<file path="src/rtl/ssqa_ctrl.sv">
// ---------------------------------------------------------------------------
// ssqa_ctrl
//
// Sequencer for the replicated SSQA spin array. Walks every spin of every
// iteration through ITER -> (READ x NN -> DRAIN -> UPD) x N, produces the
// phase enables for the array and the shared xorshift, and ramps the
// annealing schedule (I0, Q) once every TAU iterations with saturation.
// While idle it forwards host J-memory load traffic onto wea/count_*.
//
// Ports
//   clk, rst_n               clock, asynchronous active-low reset
//   start, abort, num_iter   host run control (num_iter latched on start)
//   ld_we, ld_spin, ld_bit   host J-memory load traffic (used in IDLE only)
//   rst_ini, rst_iter        initial / per-iteration reset pulses
//   en_read, en_mult, en_upd memory read, multiply-accumulate, spin update
//   wea                      J-memory write enable (host load)
//   count_spin, count_bit    spin and coupling indices
//   count_iter               iteration index
//   I0, Q                    annealing pseudo-temperature and replica coupling
//   busy, done               run in progress / one-cycle completion pulse
// ---------------------------------------------------------------------------
module ssqa_ctrl #(
    parameter int N         = 800,
    parameter int NN        = 800,
    parameter int TEM_WIDTH = 8,
    parameter int I0_MIN    = 1,
    parameter int I0_MAX    = 64,
    parameter int I0_STEP   = 1,
    parameter int Q_MIN     = 0,
    parameter int Q_MAX     = 64,
    parameter int Q_STEP    = 1,
    parameter int TAU       = 1
) (
    input  logic                        clk,
    input  logic                        rst_n,
    input  logic                        start,
    input  logic                        abort,
    input  logic [15:0]                 num_iter,
    input  logic                        ld_we,
    input  logic [$clog2(NN)-1:0]       ld_spin,
    input  logic [$clog2(NN)-1:0]       ld_bit,
    output logic                        rst_ini,
    output logic                        rst_iter,
    output logic                        en_read,
    output logic                        en_mult,
    output logic                        en_upd,
    output logic                        wea,
    output logic [$clog2(NN)-1:0]       count_spin,
    output logic [$clog2(NN)-1:0]       count_bit,
    output logic [15:0]                 count_iter,
    output logic signed [TEM_WIDTH-1:0] I0,
    output logic signed [TEM_WIDTH-1:0] Q,
    output logic                        busy,
    output logic                        done
);

    localparam int CW = $clog2(NN);
    localparam int SW = (TAU > 1) ? $clog2(TAU) : 1;

    localparam logic [CW-1:0] SPIN_LAST  = CW'(N - 1);
    localparam logic [CW-1:0] BIT_LAST   = CW'(NN - 1);
    localparam logic [CW-1:0] CNT_ONE    = CW'(1);
    localparam logic [SW-1:0] SCHED_LAST = SW'(TAU - 1);
    localparam logic [SW-1:0] SCHED_ONE  = SW'(1);

    localparam logic signed [TEM_WIDTH-1:0] I0_INIT = TEM_WIDTH'(I0_MIN);
    localparam logic signed [TEM_WIDTH-1:0] I0_TOP  = TEM_WIDTH'(I0_MAX);
    localparam logic signed [TEM_WIDTH:0]   I0_CEIL = (TEM_WIDTH + 1)'(I0_MAX);
    localparam logic signed [TEM_WIDTH:0]   I0_INC  = (TEM_WIDTH + 1)'(I0_STEP);
    localparam logic signed [TEM_WIDTH-1:0] Q_INIT  = TEM_WIDTH'(Q_MIN);
    localparam logic signed [TEM_WIDTH-1:0] Q_TOP   = TEM_WIDTH'(Q_MAX);
    localparam logic signed [TEM_WIDTH:0]   Q_CEIL  = (TEM_WIDTH + 1)'(Q_MAX);
    localparam logic signed [TEM_WIDTH:0]   Q_INC   = (TEM_WIDTH + 1)'(Q_STEP);

    typedef enum logic [2:0] {
        S_IDLE,
        S_INIT,
        S_ITER,
        S_READ,
        S_DRAIN,
        S_UPD,
        S_DONE
    } state_t;

    state_t state;
    state_t next_state;

    logic [15:0]   num_iter_q;
    logic [SW-1:0] sched_cnt;

    logic spin_last;
    logic bit_last;
    logic iter_last;
    logic quit;

    logic rst_ini_nxt;
    logic rst_iter_nxt;
    logic en_read_nxt;
    logic en_upd_nxt;
    logic busy_nxt;
    logic done_nxt;

    logic signed [TEM_WIDTH:0]   i0_sum;
    logic signed [TEM_WIDTH:0]   q_sum;
    logic signed [TEM_WIDTH-1:0] i0_stepped;
    logic signed [TEM_WIDTH-1:0] q_stepped;

    assign spin_last = (count_spin == SPIN_LAST);
    assign bit_last  = (count_bit == BIT_LAST);
    assign iter_last = ((count_iter + 16'd1) == num_iter_q);
    // abort only has an effect once a run is under way
    assign quit      = abort && (state != S_IDLE);

    // Schedule step: sums are one bit wider than I0/Q so the ceiling
    // comparison sees the true value and the result cannot wrap negative.
    always_comb begin
        i0_sum     = $signed({I0[TEM_WIDTH-1], I0}) + I0_INC;
        q_sum      = $signed({Q[TEM_WIDTH-1], Q}) + Q_INC;
        i0_stepped = (i0_sum > I0_CEIL) ? I0_TOP : i0_sum[TEM_WIDTH-1:0];
        q_stepped  = (q_sum > Q_CEIL) ? Q_TOP : q_sum[TEM_WIDTH-1:0];
    end

    // State register
    always_ff @(posedge clk or negedge rst_n) begin
        if (!rst_n) begin
            state <= S_IDLE;
        end else begin
            state <= next_state;
        end
    end

    // Next-state logic; abort overrides every transition except out of IDLE,
    // so start beats a simultaneous abort there.
    always_comb begin
        next_state = state;
        if (quit) begin
            next_state = S_IDLE;
        end else begin
            unique case (state)
                S_IDLE:  next_state = start ? S_INIT : S_IDLE;
                S_INIT:  next_state = (num_iter_q == 16'd0) ? S_DONE : S_ITER;
                S_ITER:  next_state = S_READ;
                S_READ:  next_state = bit_last ? S_DRAIN : S_READ;
                S_DRAIN: next_state = S_UPD;
                S_UPD: begin
                    if (!spin_last) begin
                        next_state = S_READ;
                    end else begin
                        next_state = iter_last ? S_DONE : S_ITER;
                    end
                end
                S_DONE:  next_state = S_IDLE;
                default: next_state = S_IDLE;
            endcase
        end
    end

    // Output decode from the upcoming state so the registered strobes line
    // up with the cycle the FSM actually spends in that state.
    always_comb begin
        rst_ini_nxt  = (next_state == S_INIT);
        rst_iter_nxt = (next_state == S_ITER);
        en_read_nxt  = (next_state == S_READ);
        en_upd_nxt   = (next_state == S_UPD);
        done_nxt     = (next_state == S_DONE);
        busy_nxt     = (next_state != S_IDLE);
    end

    // Strobe registers; en_mult trails en_read by one cycle to cover the
    // memory read latency, and is dropped if the run is aborted.
    always_ff @(posedge clk or negedge rst_n) begin
        if (!rst_n) begin
            rst_ini  <= 1'b0;
            rst_iter <= 1'b0;
            en_read  <= 1'b0;
            en_mult  <= 1'b0;
            en_upd   <= 1'b0;
            busy     <= 1'b0;
            done     <= 1'b0;
        end else begin
            rst_ini  <= rst_ini_nxt;
            rst_iter <= rst_iter_nxt;
            en_read  <= en_read_nxt;
            en_mult  <= en_read && !quit;
            en_upd   <= en_upd_nxt;
            busy     <= busy_nxt;
            done     <= done_nxt;
        end
    end

    // Counters, host-load forwarding and annealing schedule. Everything
    // freezes on abort; the IDLE branch then resumes forwarding host traffic.
    always_ff @(posedge clk or negedge rst_n) begin
        if (!rst_n) begin
            wea        <= 1'b0;
            count_spin <= '0;
            count_bit  <= '0;
            count_iter <= '0;
            num_iter_q <= '0;
            sched_cnt  <= '0;
            I0         <= I0_INIT;
            Q          <= Q_INIT;
        end else if (state == S_IDLE) begin
            wea        <= ld_we;
            count_spin <= ld_spin;
            count_bit  <= ld_bit;
            if (start) begin
                num_iter_q <= num_iter;
            end
        end else begin
            wea <= 1'b0;
            if (!abort) begin
                case (state)
                    S_INIT: begin
                        count_iter <= '0;
                        sched_cnt  <= '0;
                        I0         <= I0_INIT;
                        Q          <= Q_INIT;
                        if (num_iter_q != 16'd0) begin
                            count_spin <= '0;
                            count_bit  <= '0;
                        end
                    end
                    S_READ: begin
                        if (!bit_last) begin
                            count_bit <= count_bit + CNT_ONE;
                        end
                    end
                    S_UPD: begin
                        if (!spin_last) begin
                            count_spin <= count_spin + CNT_ONE;
                            count_bit  <= '0;
                        end else begin
                            count_iter <= count_iter + 16'd1;
                            if (sched_cnt == SCHED_LAST) begin
                                sched_cnt <= '0;
                                I0        <= i0_stepped;
                                Q         <= q_stepped;
                            end else begin
                                sched_cnt <= sched_cnt + SCHED_ONE;
                            end
                            if (!iter_last) begin
                                count_spin <= '0;
                                count_bit  <= '0;
                            end
                        end
                    end
                    default: ;
                endcase
            end
        end
    end

endmodule

</file>
<file path="config.mk">
export PLATFORM = sky130hd
export DESIGN_NAME = ssqa_ctrl
export DESIGN_NICKNAME = d
export VERILOG_FILES = /design/src/rtl/ssqa_ctrl.sv
export SDC_FILE = /design/constraint.sdc
export NUM_CORES = 1
export LEC_CHECK = 0
export CAP_MARGIN = 20
export CORE_ASPECT_RATIO = 0.9
export CORE_MARGIN = 2
export CORE_UTILIZATION = 35
export CTS_CLUSTER_DIAMETER = 100
export CTS_CLUSTER_SIZE = 30
export DETAILED_ROUTE_END_ITERATION = 10
export PLACE_DENSITY = 0.59
export SYNTH_ARGS = -nofsm -noshare
export SYNTH_HDL_FRONTEND = slang
export SYNTH_SLANG_ARGS = --single-unit
</file>
<file path="constraint.sdc">
create_clock -name clk -period 3.3 [get_ports clk]
set_input_delay 0.495 -clock clk [delete_from_list [all_inputs] [get_ports clk]]
set_output_delay 0.495 -clock clk [all_outputs]
set_load 0.02 [all_outputs]
</file>
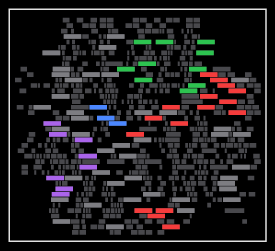
*Sequential cells grouped by signal name*
Scale: 2 px per um.
colour	netlist name	flops
blue	state	3
red	num_iter_q	16
purple	I0	8
green	count_spin	10
not coloured	42

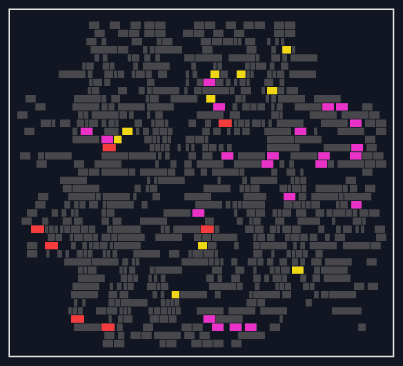
*Gate families picked out*
Scale: 3 px per um.
colour	family	cells
red	adder and majority cells	7
magenta	multiplexers	22
yellow	AND-OR and OR-AND gates	10
Post-Layout Cell Count: 807
most frequent standard cell in the layout excluding fill and tap cells: sky130_fd_sc_hd__clkdlybuf4s50_1
logic share of the area: 0.4213

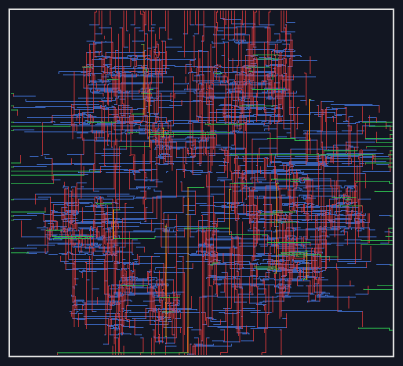
*Wiring by layer*
Scale: 3 px per um.
colour	layer	wire length
green	met3	748 um
orange	met4	214 um
red	met2	6730 um
blue	met1	6460 um

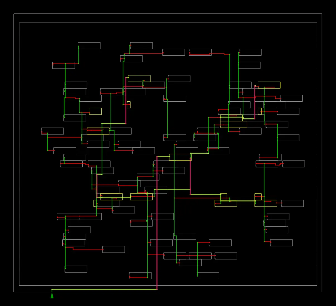
*Clock routing*
cts bufs inserted: 9
number of clock buffer instances in the layout: 13
Post-Route Skew: 0.01523 ns
clock latency on the worst-skew pair: 0.34 ns

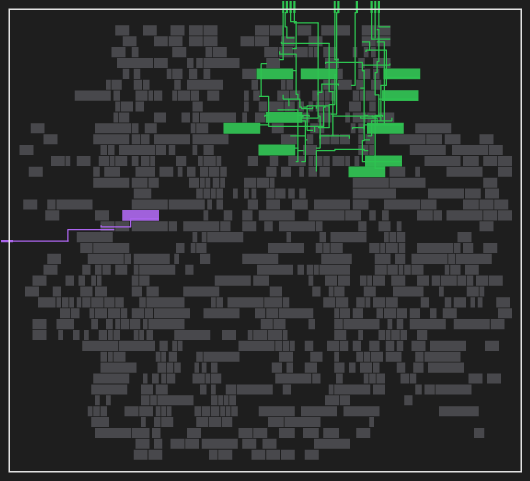
*Wires at chosen ports, followed through buffers*
Scale: 4 px per um.
colour	port	direction	edge	end cells	buffers	wire
green	count_spin	output	north	10	10	595 um
purple	en_upd	output	west	1	1	45.1 um
count of buffers inserted at the top-level ports: 100
count of pins on the block boundary: 101

==> Changelog: implementation <==
### Metrics

- Yosys cell types: 62
- GR Util All Layers: 0.1968
- Async S/R FF share, synth: 1.000
- Worst setup margin: 0.2715 ns
- Largest vdd supply drop: ~0.32 mV
- Rel. slew slack: 0.3198
- Wire length of the first global-routing pass: 23250 um
- Global-route congestion overflow total: 0
- Proportion of synthesized chip area in sequential cells: 0.4110
- Ant diodes: 0
- Final hold slack: about 0.12 ns
- Post-route design area: between 6000 and 7000 um^2
- Clock tree from TritonCTS: yes
- Worst path required time: roughly 3.5 ns
- Critical Path Source Type: flip-flop
- Most frequent cells in the layout: sky130_fd_sc_hd__clkdlybuf4s50_1, sky130_fd_sc_hd__dfrtp_1, sky130_fd_sc_hd__nor2_1
- Number of max-slew violations in the final report: 0
- Max H-tree Level: 3
- Pwr per Cell Area: around 650 nW/um^2
- Minimum setup slack after placement: between 0.2 and 0.3 ns
- Yosys warning tally: 0
- Total power draw: 0.004094 W
- Number of register bits inferred by synthesis: between 70 and 80
- Max Fanout on Critical Path: 14
- Endpoint type of the worst setup path: flip-flop
- Number of enable flip-flop cells: 0
- Number of nets with antenna violations after detailed routing: 0
- Main area contributors: sky130_fd_sc_hd__dfrtp_1, sky130_fd_sc_hd__nor2_1, sky130_fd_sc_hd__mux2_2
- Number of global-route vias before repair: roughly 4400
- Post-synthesis instance area: 4813 um^2
- Critical path type: flip-flop to flip-flop
- Share of post-route cells with drive strength above 1: 0.08764
- Number of antenna violations at the first check in global routing: 0
- Resize count post-CTS: 0
- Die width: around 130 um
- Setup repair after global routing missed its margin: no
- Layout area overhead: 31.79%
- Height of the die: 115.3 um
- Max Freq: approximately 330 MHz
- CTS Root Cell: sky130_fd_sc_hd__clkbuf_16
- Routability cong.: 0.8684
- Routed WL: 14160 um
- Number of logged tool warnings: 28
- Routed len/inst: around 18 um
- Worst endpoint data arrival time: about 3.3 ns
- Max-cap violations: 0
- Placed cell areas: around 6000 um^2
- Placed wire-length estimate: around 10000 um
- Number of sinks on the clock net: around 79
- Tcrit/Tclk final: 0.9177
- Final hold violation count: 0
- Total number of vias: between 4000 and 5000
- Buffer count from post-CTS setup fixing: 0
- Net total in the final layout: roughly 680
- Max-area cell share: 0.4055
- Syn Inst Count: 538
- Number of nets in the synthesized netlist: between 500 and 600
- Core Box Area: roughly 13000 um^2
- P_leak: roughly 2.6 nW
- Number of design rule violations left after detail routing: 0
- Class of the tightest hold or removal check: primary input to async pin
- Initial Utilization: 0.3589
- Largest area contributor in the netlist: sky130_fd_sc_hd__dfrtp_1
- Avg Synthesized Cell Area: 8.947 um^2
- Die footprint: around 15000 um^2
- Number of vias per cell: 5.714
- # setup viols final: 0
- Worst-path clk slew: roughly 0.07 ns
- Number of buffers on the longest clock path: 2
- Drt first pass iters: 5
- Largest net degree at the start of global routing: roughly 80
- Worst Tran Pin Value: 1.020 ns
- Final critical-path required period: roughly 3 ns
- TNS Setup: 0 ns
- Yosys stat cell total: roughly 540
- FP Rows: about 40
- Most common flop cell mapped by yosys: sky130_fd_sc_hd__dfrtp_1
- Hold Buf Count CTS: 0
- Count of routing violations after the opening detailed-route iteration: just over 500
- Outcome: finished, final reports clean
- Post-synthesis chip area from yosys: slightly below 5000 um^2
Yosys cell counts, drive strengths merged (4+ instances only):
cell / count
nor3: 21
buf: 8
xnor2: 12
and2: 12
o31ai: 17
clkbuf: 23
inv: 13
o32ai: 5
nand3: 19
mux2: 21
nand2: 49
o21ai: 46
a21oi: 20
a32oi: 5
o41ai: 9
a22oi: 7
nor2b: 5
nor4: 7
and3: 16
xor2: 7
a31oi: 7
nor3b: 6
nand2b: 4
o22ai: 6
ha: 7
nand4: 11
nor2: 52
dfrtp: 78
o221ai: 5
state kept, by name (all words and copies together), names as in the netlist:
name and flops:
num_iter_q 16, wea 1, en_read 1, busy 1
count_bit 10, rst_ini 1, state 3, en_upd 1
count_spin 10, I0 8, done 1, count_iter 16
Q 8, en_mult 1, rst_iter 1
through the flow:
step,std cells,utilization
finish,807,0.4729
detailed placement,790,0.4489
CTS,806,0.4709
global route,807,0.4729
floorplan,538,-
global placement,790,0.4489
cell type report:
class	count	area (um^2)
Clock inverter	3	45.04
Sequential cell	79	1978
Timing Repair Buffer	116	1139
Clock buffer	13	250.2
Inverter	13	48.80
Fill cell	1282	7069
Multi-Input combinational cell	415	2673
Tap cell	168	210.2
power breakdown:
group	internal (W)	switching (W)	leakage, nW
Clock	0.000608	0.000402	0.136
Combinational	0.000729	0.000804	1.41
Sequential	0.00122	0.000334	1.03
Total	0.00255	0.00154	2.58
critical path, stage by stage (launching register included):
cell and delay, ns:
sky130_fd_sc_hd__dfrtp_1 0.61, sky130_fd_sc_hd__nand4_4 0.22, sky130_fd_sc_hd__nor4_4 0.37, sky130_fd_sc_hd__xnor2_1 0.10, sky130_fd_sc_hd__or4_1 0.58, sky130_fd_sc_hd__nor4_4 0.33
sky130_fd_sc_hd__buf_4 0.25, sky130_fd_sc_hd__nor3_1 0.10, sky130_fd_sc_hd__mux2_1 0.35
worst paths after layout:
kind	startpoint	to	slack [ns]	depth (start not counted)
worst max register to register	count_iter[9]$_DFFE_PN0P_	count_bit[1]$_DFFE_PN0P_	0.27	8
worst max-delay path	count_iter[9]$_DFFE_PN0P_	count_bit[1]$_DFFE_PN0P_	0.27	8
min in group clk	en_read$_DFF_PN0_	en_mult$_DFF_PN0_	0.53	1
worst min register to register	en_read$_DFF_PN0_	en_mult$_DFF_PN0_	0.53	1
worst min-delay path	rst_n	busy$_DFF_PN0_	0.12	1
max in group asynchronous	rst_n	I0[0]$_DFFE_PN1P_	2.54	2
logic make-up (layout without fill, tap and decap cells):
| family | after synthesis | count (layout) | synth area share |
|---|---|---|---|
| compound gates | 149 | 149 | 0.2064 |
| xor+xnor | 20 | 20 | 0.03951 |
| fa+ha+maj | 7 | 7 | 0.01820 |
| buf+inv | 44 | 145 | 0.03587 |
| flops | 79 | 79 | 0.4110 |
| mux | 22 | 22 | 0.05121 |
| simple gates | 217 | 217 | 0.2379 |
per-layer routing:
metal,global-route usage,routed length (um),up-vias
met3,0.04328,747,21
li1,-,-,2196
met4,0.06007,213,0
met5,0,0,-
met2,0.3162,6734,152
met1,0.2678,6462,2242
Power and IR drop assume default switching activity.
